$ cat config.mk
export PLATFORM = sky130hd
export DESIGN_NAME = pe_accumulator
export DESIGN_NICKNAME = d
export VERILOG_FILES = /design/src/rtl/pe_accumulator.sv
export SDC_FILE = /design/constraint.sdc
export NUM_CORES = 1
export LEC_CHECK = 0
export ABC_AREA = 1
export CAP_MARGIN = 10
export CORE_ASPECT_RATIO = 0.8
export CORE_MARGIN = 3
export CORE_UTILIZATION = 45
export DETAILED_ROUTE_END_ITERATION = 12
export GPL_ROUTABILITY_DRIVEN = 0
export PLACE_DENSITY = 0.66
export SLEW_MARGIN = 10
export SYNTH_ARGS = -nofsm -noshare
export SYNTH_HDL_FRONTEND = slang
export SYNTH_SLANG_ARGS = --single-unit
export TNS_END_PERCENT = 100
$ cat constraint.sdc
create_clock -name clk -period 3.8 [get_ports clk]
set_input_delay 0.76 -clock clk [delete_from_list [all_inputs] [get_ports clk]]
set_output_delay 0.76 -clock clk [all_outputs]
set_load 0.03 [all_outputs]
$ cat src/rtl/pe_accumulator.sv
// Accumulation stage of the systolic PE: aligns valid/first/last tags with the multiplier
// product, sums each sequence and presents the result on a valid/ready port. Define ACC_SAT_EN for saturating sums.
module pe_accumulator #(
  parameter int STAGE     = 0,
  parameter int WIDTH_MUL = 32,
  parameter int WIDTH_ACC = 40,
  parameter bit SIGNED    = 1'b0
) (
  input  logic                 clk,
  input  logic                 rst,
  input  logic                 pipeline_en,
  output logic                 mul_pipeline_en,
  input  logic                 in_valid,
  input  logic                 in_first,
  input  logic                 in_last,
  input  logic [WIDTH_MUL-1:0] mul_out,
  output logic [WIDTH_ACC-1:0] acc_out,
  output logic                 ovf,
  output logic                 proto_err,
  output logic                 out_valid,
  input  logic                 out_ready
);

  typedef enum logic {
    ACC_IDLE = 1'b0,
    ACC_RUN  = 1'b1
  } acc_state_e;

  acc_state_e           state_q, state_d;
  logic [WIDTH_ACC-1:0] acc_q, acc_d;
  logic [WIDTH_ACC-1:0] acc_out_q, acc_out_d;
  logic                 run_ovf_q, run_ovf_d;
  logic                 ovf_q, ovf_d;
  logic                 proto_err_q, proto_err_d;
  logic                 out_valid_q, out_valid_d;

  logic                 stall_s, advance_s, load_s;
  logic                 tag_v_s, tag_f_s, tag_l_s;
  logic                 start_s, idle_hit_s;
  logic                 add_ovf_s, step_ovf_s, new_ovf_s;
  logic [WIDTH_ACC-1:0] ext_s, accum_s, new_acc_s;
  logic [WIDTH_ACC:0]   sum_s;

  // Overflow of a + b: carry out when unsigned, same-sign operands with a flipped result sign when signed.
  function automatic logic add_overflow(input logic [WIDTH_ACC-1:0] a,
                                        input logic [WIDTH_ACC-1:0] b,
                                        input logic [WIDTH_ACC:0]   sum);
    logic r;
    if (SIGNED) begin
      r = (a[WIDTH_ACC-1] == b[WIDTH_ACC-1]) && (sum[WIDTH_ACC-1] != a[WIDTH_ACC-1]);
    end else begin
      r = sum[WIDTH_ACC];
    end
    return r;
  endfunction

`ifdef ACC_SAT_EN
  // Saturation limit in the direction of the operand sign (all-ones when unsigned).
  function automatic logic [WIDTH_ACC-1:0] sat_value(input logic neg);
    logic [WIDTH_ACC-1:0] v;
    if (SIGNED) begin
      v                = {WIDTH_ACC{~neg}};
      v[WIDTH_ACC-1]   = neg;
    end else begin
      v = {WIDTH_ACC{1'b1}};
    end
    return v;
  endfunction
`endif

  // A pending result blocks the whole PE until the consumer takes it.
  assign stall_s         = out_valid_q & ~out_ready;
  assign advance_s       = pipeline_en & ~stall_s;
  assign mul_pipeline_en = advance_s;
  assign load_s          = advance_s & tag_v_s;

  generate
    if (STAGE == 0) begin : g_no_tag_pipe
      assign tag_v_s = in_valid;
      assign tag_f_s = in_first;
      assign tag_l_s = in_last;
    end else begin : g_tag_pipe
      logic [STAGE-1:0] valid_q, valid_d;
      logic [STAGE-1:0] first_q, first_d;
      logic [STAGE-1:0] last_q, last_d;

      // Tag delay line: shifts one slot per advance so depth STAGE lines up with mul_out.
      always_comb begin
        valid_d = valid_q;
        first_d = first_q;
        last_d  = last_q;
        if (advance_s) begin
          valid_d[0] = in_valid;
          first_d[0] = in_first;
          last_d[0]  = in_last;
          for (int k = 1; k < STAGE; k++) begin
            valid_d[k] = valid_q[k-1];
            first_d[k] = first_q[k-1];
            last_d[k]  = last_q[k-1];
          end
        end else begin
          valid_d = valid_q;
        end
      end

      // Tag delay-line registers.
      always_ff @(posedge clk or posedge rst) begin
        if (rst) begin
          valid_q <= {STAGE{1'b0}};
          first_q <= {STAGE{1'b0}};
          last_q  <= {STAGE{1'b0}};
        end else begin
          valid_q <= valid_d;
          first_q <= first_d;
          last_q  <= last_d;
        end
      end

      assign tag_v_s = valid_q[STAGE-1];
      assign tag_f_s = first_q[STAGE-1];
      assign tag_l_s = last_q[STAGE-1];
    end
  endgenerate

  // Extend the product to accumulator width, sign-filling only for signed products.
  always_comb begin
    if (SIGNED) begin
      ext_s = {WIDTH_ACC{mul_out[WIDTH_MUL-1]}};
    end else begin
      ext_s = {WIDTH_ACC{1'b0}};
    end
    ext_s[WIDTH_MUL-1:0] = mul_out;
  end

  // Running sum for a continuing sequence; a saturated sum is frozen until the sequence ends.
  always_comb begin
    sum_s      = {1'b0, acc_q} + {1'b0, ext_s};
    add_ovf_s  = add_overflow(acc_q, ext_s, sum_s);
    step_ovf_s = run_ovf_q | add_ovf_s;
`ifdef ACC_SAT_EN
    if (run_ovf_q) begin
      accum_s = acc_q;
    end else if (add_ovf_s) begin
      accum_s = sat_value(acc_q[WIDTH_ACC-1]);
    end else begin
      accum_s = sum_s[WIDTH_ACC-1:0];
    end
`else
    accum_s = sum_s[WIDTH_ACC-1:0];
`endif
  end

  // A non-first product while idle restarts the sum and is flagged as a protocol error.
  always_comb begin
    case (state_q)
      ACC_IDLE: begin
        start_s    = 1'b1;
        idle_hit_s = ~tag_f_s;
      end
      ACC_RUN: begin
        start_s    = tag_f_s;
        idle_hit_s = 1'b0;
      end
      default: begin
        start_s    = 1'b1;
        idle_hit_s = 1'b0;
      end
    endcase
    if (start_s) begin
      new_acc_s = ext_s;
      new_ovf_s = 1'b0;
    end else begin
      new_acc_s = accum_s;
      new_ovf_s = step_ovf_s;
    end
  end

  // Next state: accumulator, sequence state, result register and output handshake.
  always_comb begin
    state_d     = state_q;
    acc_d       = acc_q;
    run_ovf_d   = run_ovf_q;
    acc_out_d   = acc_out_q;
    ovf_d       = ovf_q;
    proto_err_d = proto_err_q;
    if (out_valid_q && out_ready) begin
      out_valid_d = 1'b0;
    end else begin
      out_valid_d = out_valid_q;
    end
    if (load_s) begin
      acc_d     = new_acc_s;
      run_ovf_d = new_ovf_s;
      if (idle_hit_s) begin
        proto_err_d = 1'b1;
      end else begin
        proto_err_d = proto_err_q;
      end
      if (tag_l_s) begin
        acc_out_d   = new_acc_s;
        ovf_d       = new_ovf_s;
        out_valid_d = 1'b1;
        state_d     = ACC_IDLE;
      end else begin
        state_d = ACC_RUN;
      end
    end else begin
      state_d = state_q;
    end
  end

  // Accumulator, state and output registers.
  always_ff @(posedge clk or posedge rst) begin
    if (rst) begin
      state_q     <= ACC_IDLE;
      acc_q       <= {WIDTH_ACC{1'b0}};
      run_ovf_q   <= 1'b0;
      acc_out_q   <= {WIDTH_ACC{1'b0}};
      ovf_q       <= 1'b0;
      proto_err_q <= 1'b0;
      out_valid_q <= 1'b0;
    end else begin
      state_q     <= state_d;
      acc_q       <= acc_d;
      run_ovf_q   <= run_ovf_d;
      acc_out_q   <= acc_out_d;
      ovf_q       <= ovf_d;
      proto_err_q <= proto_err_d;
      out_valid_q <= out_valid_d;
    end
  end

  assign acc_out   = acc_out_q;
  assign ovf       = ovf_q;
  assign proto_err = proto_err_q;
  assign out_valid = out_valid_q;

endmodule

Run 1, metal 4:
(2 px per µm) Supply wires on this layer in gray.
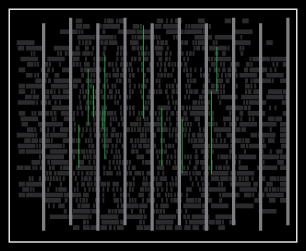
longest straight run: 51.7 µm
main direction: vertical

Run 1, metal 3:
(4 px per µm)
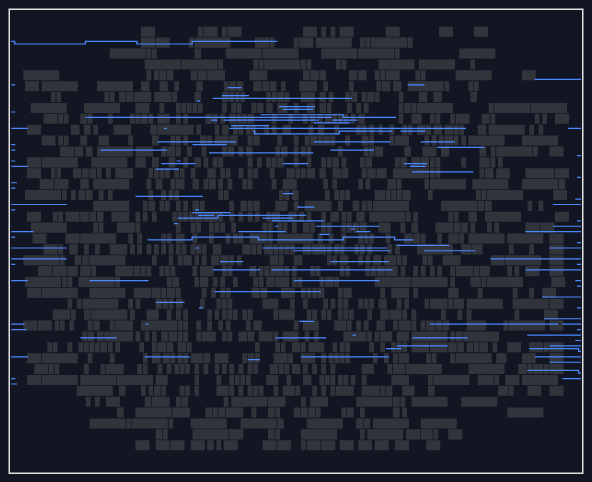
share of all routed wire: 7.2%
wire length on this layer: 1330 µm
main direction: horizontal
nets with wire on the layer: 112
via count: 6533
M3 GR Usage: 4.62%
Total Routed Length: 18600 µm

==> flow_summary.yaml, run 1 <==
# physical design summary
status:
  status: "finished, final reports clean"
detailed_routing:
  postRouteAntennaNets: 0
  viasPerCell: 4.97
  wire_per_inst_um: 14.2
synth:
  netlist_instances: 1050
  yosys.stat.seqShare_pct: 31.5
  synth_area_um2: 6760
  postSynthAreaPerCell_um2: 6.44
  ys_types: 39
  top_area_share_pct: 31.5
  numSynthFlops: 85
timing:
  fmax_ghz: 0.346
  tns_ns: 0
  worst_hold_slack_ns: 0.457
  drv_slew: 0
  worstMarginPinSlew_ns: 0.676
power_and_ir_drop:
  peakVddDrop_mv: 0.355
  powerDensity_nw_per_um2: 496
  sequentialPowerShare_pct: 29.7
  swShare_pct: 43.6
  switching_power_mw: 1.74
setup_path:
  critPathLaunchType: "input port"
  required_ns: 3.04
  critPathCaptureType: "output port"
  crit_path_start: "out_ready"
  crit_fanout: 2
  worst-path-stages: 5
  r2r_slack_ns: 1.61
cts:
  cts_buffers: 9
  postCtsSetupBuffers: 0
  clk_pin_slew_ns: 0.06
  ctsHoldBuffers: 0
  cts_root_buffer: "clkbuf_16"
  cts_tree: "built"
placement:
  placed_cell_area_um2: 7750
  io_buffers: 82
global_route:
  grt_pass1_vias: 6247
  grt_start_max_net_pins: 51
  grt_usage_pct: 23.9
cells_and_area:
  drive_gt1_share_pct: 10.1
  num-fill-cells: 1487
  comb_area_um2: 3930
run:
  warnings: 26
floorplan:
  die_width_um: 143
  fp_util_pct: 46.6
  coreArea_um2: 14500
Run 1, met1 routing:
(3 px per µm) Supply wires on this layer in gray.
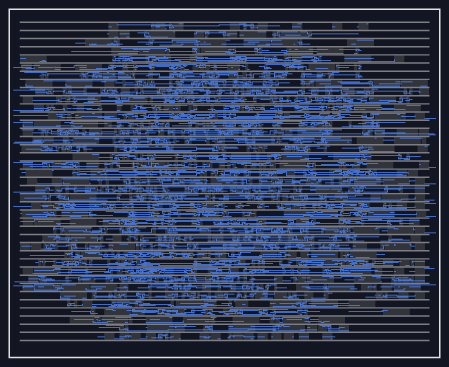
nets with wire on the layer: 1112
share of all routed wire: 53%
longest straight run: 52.2 µm
met1 Use GR: 37.0%

-- run 1: stage by stage --
stage / utilization [%] / std cells / worst slack, ns
5_1_grt: 55.5 / 1314 / 0.868
3_5_place_dp: 53.5 / 1298 / 0.704
3_3_place_gp: 53.5 / 1298 / 0.791
6_report: 55.5 / 1314 / 0.913
4_1_cts: 55.5 / 1314 / 0.907
2_1_floorplan: - / 1050 / 0.847
-- run 1: registers in the layout, indices dropped and copies added (netlist names) --
register,flops
acc_out,40
acc_q,40
out_valid,1
ovf,1
proto_err,1
run_ovf_q,1
state_q,1
-- run 1: logic make-up after synthesis --
| group | Yosys count | synth area share, % |
|---|---|---|
| AND/OR/NAND/NOR | 674 | 44.3 |
| buffers and inverters | 179 | 10.5 |
| flip-flops | 85 | 31.5 |
| AND-OR/OR-AND | 66 | 5.85 |
| adder cells (fa/ha/maj) | 33 | 6.22 |
| XOR/XNOR | 13 | 1.68 |
-- run 1: worst register-to-register path, stage by stage (launching register included) --
cell	delay, ns
dfrtp_1	0.35
ha_1	0.21
inv_1	0.07
fa_1	0.35
inv_1	0.15
nand3_1	0.11
nand3_2	0.13
nand2_1	0.08
nand3_2	0.10
nand3_2	0.12
nand3_1	0.13
nand3_1	0.12
nand3_1	0.10
nand2_1	0.07
-- run 1: power groups by stage --
stage | clock network [mW] | logic [mW] | registers [mW]
floorplan | 0 | 1.19 | 1.37
global placement | 0 | 1.92 | 1.20
detailed placement | 0 | 1.94 | 1.20
CTS | 0.875 | 1.94 | 1.19
global route | 0.911 | 2.19 | 1.21
finish | 0.856 | 1.95 | 1.18
-- run 1: how the worst min path moves through the flow --
stage	end	slack (ns)	startpoint	depth (start not counted)
after floorplan	proto_err	0.43	state_q	1
after global placement	proto_err	0.44	state_q	1
after detailed placement	proto_err	0.45	state_q	1
after CTS	proto_err	0.46	state_q	1
after global routing	proto_err	0.49	state_q	1
final	proto_err	0.46	state_q	1
-- run 1: Yosys cell counts, drive strengths merged (2+ instances only) --
library cell	instances
nand2	453
inv	153
nand3	91
dfrtp	85
nor2	76
ha	32
o21ai	31
nand4	27
a21oi	24
or2	19
buf	13
xnor2	13
clkbuf	12
o211ai	8
nor3	4
and2	3
o21bai	2
-- run 1: routing by layer --
metal | vias up | routed length, µm
met3 | 23 | 1330
met5 | - | 0
met1 | 2904 | 9800
met4 | 0 | 290
li1 | 3410 | -
met2 | 196 | 7190
-- run 1: cell type report --
cell class	instances	area share [%]
inverter	154	7.24
sequential	85	26.5
clock buffer	10	2.97
multi-input combinational	786	48.9
timing repair buffer	89	11.0
tap	184	2.86
clock inverter	6	0.576
Run 1, met2 routing:
(3 px per µm)
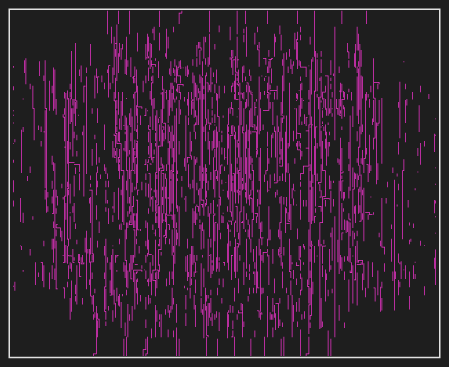

--- run 2 (diff from run 1) ---
- PLACE_DENSITY: 0.66 -> 0.68
- clock period: 3.8 -> 2.4 ns (I/O delays scaled with it)
Run 2, met2 routing:
(3 px per µm)
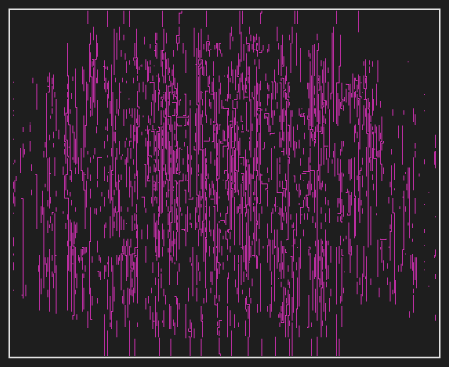
longest straight run: 50.0 µm
wire length on this layer: 7510 µm
share of all routed wire: 39%
nets with wire on the layer: 931

==> run 2 against run 1 <==
Compared with the run above:
- synthesized cell count did not move
- register-to-register slack got worse by 1.3 ns
- flip-flop count did not move
- hold slack got worse by 0.0039 ns
- global-route usage rose by 0.13 points
- non-clock buffer count rose by 53
- die area did not move
- clock power rose by 72%
- critical path type unchanged
- design area rose by 6.5%
- largest cell class unchanged
==> flow_summary.yaml, run 2 <==
# physical design summary
status:
  status: "finished, final reports clean"
cts:
  cts_buffers: 9
  cts_tree: "built"
  ctsHoldBuffers: 0
  clk_pin_slew_ns: 0.06
cells_and_area:
  drive_gt1_share_pct: 15.4
  comb_area_um2: 4000
  num-fill-cells: 1422
synth:
  xor_share_pct: 1.68
  simple_gate_area_share_pct: 44.3
  common_cells: "nand2_1, inv_1, dfrtp_1"
  top_area_share_pct: 31.5
  ys_sh_aoi_pct: 5.85
  ys_types: 39
  mux_share_pct: 0
  netlist_instances: 1050
  synth_area_um2: 6760
  top_cell: "nand2_1"
  postSynthAreaPerCell_um2: 6.44
  adder_share_pct: 6.22
  yosys.stat.seqShare_pct: 31.5
detailed_routing:
  routed_wl_um: 19100
  wire_per_inst_um: 14.0
  viasPerCell: 4.91
setup_path:
  crit_path_start: "out_ready"
  critPathLaunchType: "input port"
  r2r_slack_ns: 0.32
  required_ns: 1.92
global_route:
  grt_usage_pct: 24.0
run:
  warnings: 26
timing:
  worstMarginPinSlew_ns: 0.550
  drv_slew: 0
  fmax_ghz: 0.425
floorplan:
  die_width_um: 143
  coreArea_um2: 14500
  fp_util_pct: 46.6
placement:
  place.detailed.instances: 1350
  io_buffers: 82
power_and_ir_drop:
  peakVddDrop_mv: 0.508
Run 2, metal 3:
(4 px per µm)
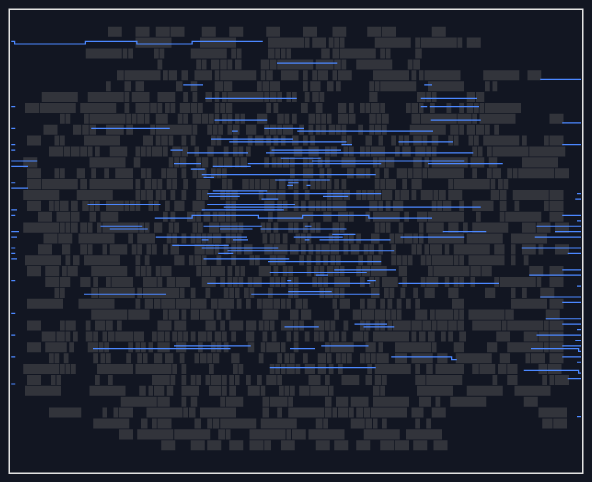
nets with wire on the layer: 117
main direction: horizontal
longest straight run: 63.9 µm
share of all routed wire: 8.4%

[run 2: cell counts after synthesis]
No cell type changed its count.
[run 2: report_power, final]
group / leakage, nW / internal (mW) / switching (mW) / total (mW)
combinational: 3.41 / 1.38 / 2.05 / 3.43
sequential: 1.07 / 1.71 / 0.167 / 1.88
clock: 0.143 / 0.820 / 0.646 / 1.47
[run 2: layer usage]
| metal | part of all wire (%) | global-route usage [%] | up-vias | wire length [µm] |
|---|---|---|---|---|
| li1 | - | - | 3516 | - |
| met1 | 51 | 37.4 | 2965 | 9750 |
| met2 | 39 | 34.1 | 217 | 7510 |
| met3 | 8.4 | 4.95 | 17 | 1610 |
| met4 | 1.4 | 5.51 | 0 | 267 |
| met5 | 0 | 0 | - | 0 |
[run 2: final cells by class]
cell class / instances / area share, %
multi-input cells: 786 / 46.8
flip-flops and latches: 85 / 24.8
repair buffers: 142 / 15.3
inverters: 154 / 6.85
well taps: 184 / 2.69
clock buffers: 9 / 2.63
clock inverters: 7 / 0.935
[run 2: cell families (layout without fill, tap and decap cells)]
logic type      Yosys count  after routing
fa+ha+maj                33             33
compound gates           66             66
flops                    85             85
xor+xnor                 13             13
simple gates            674            674
buf+inv                 179            312
[run 2: how the worst max path moves through the flow]
| stage | end | slack, ns | depth (start not counted) |
|---|---|---|---|
| floorplan | acc_out[16] | 0.38 | 14 |
| global placement | acc_q[32] | -0.29 | 16 |
| detailed placement | acc_out[32] | -0.38 | 16 |
| CTS | acc_out[32] | 0.008 | 16 |
| global route | acc_q[32] | -0.02 | 16 |
| finish | mul_pipeline_en | 0.05 | 5 |
[run 2: timing repair]
| action | 4_1_cts | 5_1_grt |
|---|---|---|
| endpoints found under the setup margin | 0 | 35 |
| gates resized | 0 | 18 |
| setup buffers | 0 | 1 |
[run 2: through the flow]
stage	setup TNS, ns	setup WS, ns	util, %	area, µm²
global placement	-10.39	-0.293	56.4	8170
CTS	0	0.00798	58.5	8480
global route	-0.120	-0.0227	59.1	8560
detailed placement	-13.53	-0.377	56.4	8170
floorplan	0	0.382	-	6760
finish	0	0.0456	59.1	8560
Power and IR drop assume default switching activity.
